[src/rtl/mips_mem_pkg.sv]
// Shared types and defaults for the unified instruction/data memory port arbiter.
package mips_mem_pkg;

    localparam int AW_DEF         = 32;
    localparam int DW_DEF         = 32;
    localparam int STARVE_MAX_DEF = 4;

    typedef enum logic [1:0] {
        IDLE   = 2'd0,
        GNT_IF = 2'd1,
        GNT_DM = 2'd2,
        DONE   = 2'd3
    } arb_state_t;

endpackage

[src/rtl/arb_starve_cnt.sv]
// Saturating counter of consecutive data-port grants taken while a fetch was waiting.
module arb_starve_cnt #(
    parameter int MAX = 4
) (
    input  logic clk_i,
    input  logic rst_ni,
    input  logic inc_i,
    input  logic clr_i,
    output logic at_max_o
);

    localparam int            W     = $clog2(MAX + 1);
    localparam logic [W-1:0]  MAX_V = W'(MAX);

    logic [W-1:0] cnt_q, cnt_d;

    // Clear has priority so an IF grant always restarts the fairness window.
    always_comb begin
        cnt_d = cnt_q;
        if (clr_i) begin
            cnt_d = '0;
        end else if (inc_i && (cnt_q != MAX_V)) begin
            cnt_d = cnt_q + 1'b1;
        end
    end

    always_ff @(posedge clk_i or negedge rst_ni) begin
        if (!rst_ni) begin
            cnt_q <= '0;
        end else begin
            cnt_q <= cnt_d;
        end
    end

    assign at_max_o = (cnt_q == MAX_V);

endmodule

[src/rtl/mem_port_arbiter.sv]
// Arbitrates one single-ported memory between instruction fetch and the MEM stage,
// one req/ack transaction at a time, with stall outputs that freeze the pipeline.
module mem_port_arbiter
    import mips_mem_pkg::*;
#(
    parameter int AW         = AW_DEF,
    parameter int DW         = DW_DEF,
    parameter int STARVE_MAX = STARVE_MAX_DEF
) (
    input  logic          clk_i,
    input  logic          rst_ni,
    input  logic          if_req_i,
    input  logic [AW-1:0] if_addr_i,
    output logic [DW-1:0] if_rdata_o,
    output logic          if_valid_o,
    output logic          if_stall_o,
    input  logic          dm_re_i,
    input  logic          dm_we_i,
    input  logic [AW-1:0] dm_addr_i,
    input  logic [DW-1:0] dm_wdata_i,
    output logic [DW-1:0] dm_rdata_o,
    output logic          dm_valid_o,
    output logic          dm_stall_o,
    output logic          m_req_o,
    output logic          m_we_o,
    output logic [AW-1:0] m_addr_o,
    output logic [DW-1:0] m_wdata_o,
    input  logic [DW-1:0] m_rdata_i,
    input  logic          m_ack_i
);

    arb_state_t    state_q;
    logic          mReq_q, mWe_q;
    logic [AW-1:0] mAddr_q;
    logic [DW-1:0] mWdata_q;
    logic [DW-1:0] ifRdata_q, dmRdata_q;
    logic          ifValid_q, dmValid_q;

    logic dmPend, dmWins, atMax, grantDm, grantIf;

    assign dmPend  = dm_re_i | dm_we_i;
    assign dmWins  = dmPend & ~atMax;
    assign grantDm = (state_q == IDLE) & dmWins;
    assign grantIf = (state_q == IDLE) & ~dmWins & if_req_i;

    arb_starve_cnt #(
        .MAX(STARVE_MAX)
    ) u_starve (
        .clk_i   (clk_i),
        .rst_ni  (rst_ni),
        .inc_i   (grantDm & if_req_i),
        .clr_i   (grantIf),
        .at_max_o(atMax)
    );

    // Request fields are latched at grant so the memory sees them frozen while m_req is high.
    always_ff @(posedge clk_i or negedge rst_ni) begin
        if (!rst_ni) begin
            state_q   <= IDLE;
            mReq_q    <= 1'b0;
            mWe_q     <= 1'b0;
            mAddr_q   <= '0;
            mWdata_q  <= '0;
            ifRdata_q <= '0;
            dmRdata_q <= '0;
            ifValid_q <= 1'b0;
            dmValid_q <= 1'b0;
        end else begin
            ifValid_q <= 1'b0;
            dmValid_q <= 1'b0;
            unique case (state_q)
                IDLE: begin
                    if (grantDm) begin
                        state_q  <= GNT_DM;
                        mReq_q   <= 1'b1;
                        mWe_q    <= dm_we_i;
                        mAddr_q  <= dm_addr_i;
                        mWdata_q <= dm_wdata_i;
                    end else if (grantIf) begin
                        state_q <= GNT_IF;
                        mReq_q  <= 1'b1;
                        mWe_q   <= 1'b0;
                        mAddr_q <= if_addr_i;
                    end
                end
                GNT_IF: begin
                    if (m_ack_i) begin
                        ifRdata_q <= m_rdata_i;
                        ifValid_q <= 1'b1;
                        mReq_q    <= 1'b0;
                        state_q   <= DONE;
                    end
                end
                GNT_DM: begin
                    if (m_ack_i) begin
                        if (!mWe_q) begin
                            dmRdata_q <= m_rdata_i;
                        end
                        dmValid_q <= 1'b1;
                        mReq_q    <= 1'b0;
                        state_q   <= DONE;
                    end
                end
                DONE: begin
                    state_q <= IDLE;
                end
                default: begin
                    state_q <= IDLE;
                end
            endcase
        end
    end

    assign m_req_o    = mReq_q;
    assign m_we_o     = mWe_q;
    assign m_addr_o   = mAddr_q;
    assign m_wdata_o  = mWdata_q;
    assign if_rdata_o = ifRdata_q;
    assign if_valid_o = ifValid_q;
    assign dm_rdata_o = dmRdata_q;
    assign dm_valid_o = dmValid_q;
    assign if_stall_o = if_req_i & ~ifValid_q;
    assign dm_stall_o = dmPend & ~dmValid_q;

    assert property (@(posedge clk_i) disable iff (!rst_ni)
        (m_req_o && $past(m_req_o)) |-> ($stable(m_addr_o) && $stable(m_we_o) && $stable(m_wdata_o)));

    assert property (@(posedge clk_i) disable iff (!rst_ni) !(if_valid_o && dm_valid_o));

endmodule

[config.mk]
export PLATFORM = sky130hd
export DESIGN_NAME = mem_port_arbiter
export DESIGN_NICKNAME = d
export VERILOG_FILES = /design/src/rtl/mips_mem_pkg.sv /design/src/rtl/arb_starve_cnt.sv /design/src/rtl/mem_port_arbiter.sv
export SDC_FILE = /design/constraint.sdc
export NUM_CORES = 1
export LEC_CHECK = 0
export ABC_AREA = 1
export CORE_ASPECT_RATIO = 0.6
export CORE_MARGIN = 2
export CORE_UTILIZATION = 25
export DETAILED_ROUTE_END_ITERATION = 8
export PLACE_DENSITY_LB_ADDON = 0.1
export SLEW_MARGIN = 20
export SYNTH_ARGS = -nofsm -noshare
export SYNTH_HDL_FRONTEND = slang
export SYNTH_SLANG_ARGS = --single-unit
[constraint.sdc]
create_clock -name clk_i -period 3.9 [get_ports clk_i]
set_input_delay 0.78 -clock clk_i [delete_from_list [all_inputs] [get_ports clk_i]]
set_output_delay 0.78 -clock clk_i [all_outputs]
set_load 0.01 [all_outputs]
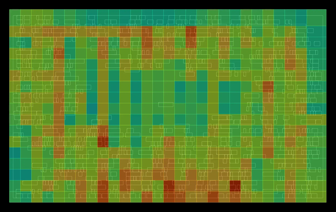
run_1/congestion.png
grt met1 use: 22.8%
Avg WL per Cell: 15.5 µm
met2 usage: 22.2%
grt met3 use: 4.74%
grt peak-use layer: met1

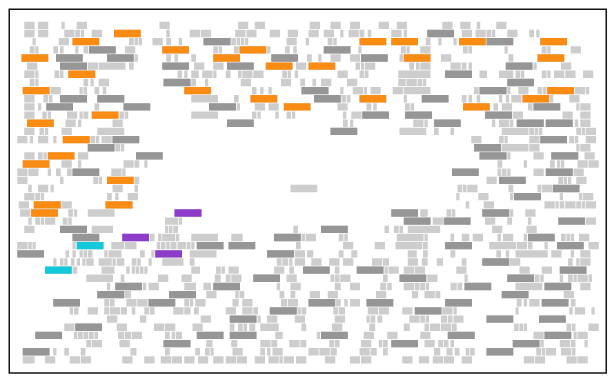
run_1/flops_by_reg.png
Scale: 3 px per µm.
- cyan: state_q (sequential cells 2)
- purple: u_starve.cnt_q (sequential cells 3)
- orange: if_rdata_o (sequential cells 32)
- not coloured: 100

==> run notes, run 1 <==
run results: TAP cells 308, Init Core Util about a quarter, floorplan core area about 22000 µm², vias in the first global route around 5000, FF/Latch Area around 3400 µm², crit path kind input pin to output port, post-synthesis cell area about 5700 µm², Logic family by area simple AND/OR/NAND/NOR gates, status finished, final reports clean, Post-CTS Resized 0, leakage power ~4.2 nW, P_sw roughly 2.7 mW, total power approximately 7.5 mW, Top Layer Used met4, Critical Path RT roughly 3.1 ns, simple-gate share of the synthesized area between 10 and 15%, Top delay family on crit path buffers and inverters, IO Port Bufs between 200 and 300, logic area approximately 1800 µm², n_diodes 0, chip area in the Yosys report about 5700 µm², slowest cell on the critical path clkdlybuf4s50_1, dpl cell area ~8600 µm²
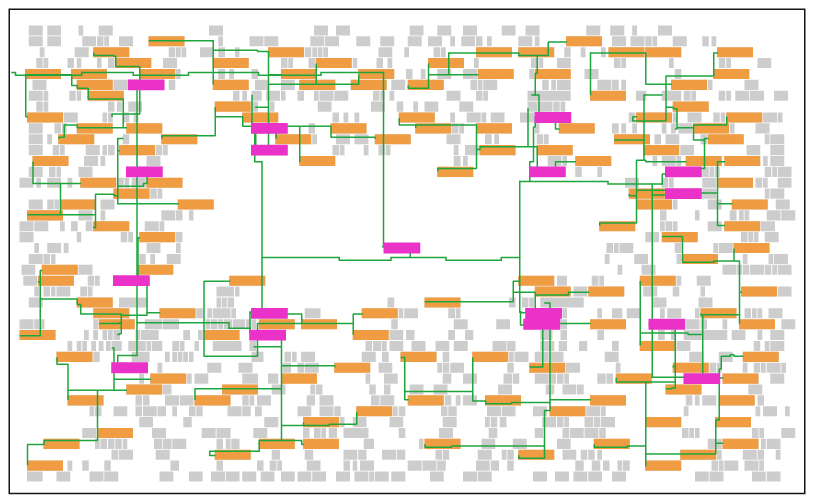
run_1/clk_routes.png
Scale: 4 px per µm.
- orange: flip-flops (count 137)
- green: clock wires (length 2200 µm)
- magenta: clock drivers (count 17)
- routed clock nets: 18
- flops lie: widely spread

==> run 1 -> run 2 <==
==> constraint.sdc (replaced) <==
create_clock -name clk_i -period 2.7 [get_ports clk_i]
set_input_delay 0.54 -clock clk_i [delete_from_list [all_inputs] [get_ports clk_i]]
set_output_delay 0.54 -clock clk_i [all_outputs]
set_load 0.01 [all_outputs]
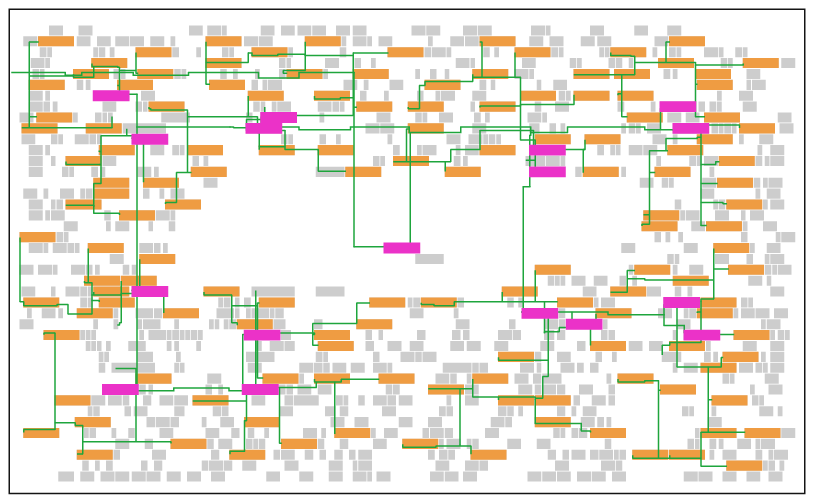
run_2/clk_routes.png
Scale: 4 px per µm.
- magenta: clock drivers (count 17)
- orange: flip-flops (count 137)
- green: clock wires (length 2140 µm)
- flops lie: widely spread
- routed clock nets: 18

==> run notes, run 2 <==
run results: status finished, final reports clean, Post-CTS Resized 0, IO Count between 200 and 300, vias in the first global route roughly 5000, n_diodes 0, xor+xnor area frac less than 1%, P_sw between 3 and 4 mW, FF/Latch Area between 3000 and 4000 µm², simple-gate share of the synthesized area 14.8%, Setup violations, final 0, logic area 1760 µm², grt met3 use between 5 and 6%, Critical Path RT around 2.2 ns, Init Core Util around a quarter, Top delay family on crit path buffers and inverters, met2 usage 21.9%, total power around 11 mW, Avg WL per Cell approximately 15 µm, clock tree cell share of total cell area 6.47%, Logic family by area simple AND/OR/NAND/NOR gates, Top Layer Used met4, slowest cell on the critical path clkdlybuf4s50_1, grt peak-use layer met1, CP max stage delay ~0.6 ns, floorplan core area about 22000 µm², chip area in the Yosys report 5680 µm², dpl cell area 8680 µm², IO Port Bufs ~270, TAP cells between 300 and 400
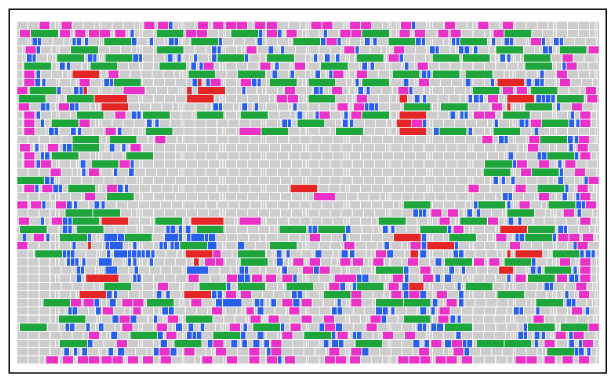
run_2/placement_by_type.png
Scale: 3 px per µm. Fill, decap, tap and diode cells in grey.
- green: flops (cells 137)
- red: clock drivers and dummy loads (cells 32)
- magenta: other buffers and delay cells (cells 276)
- blue: combinational and other logic (cells 443)

Power figures rest on the tool's default switching activity, not on a simulated workload.
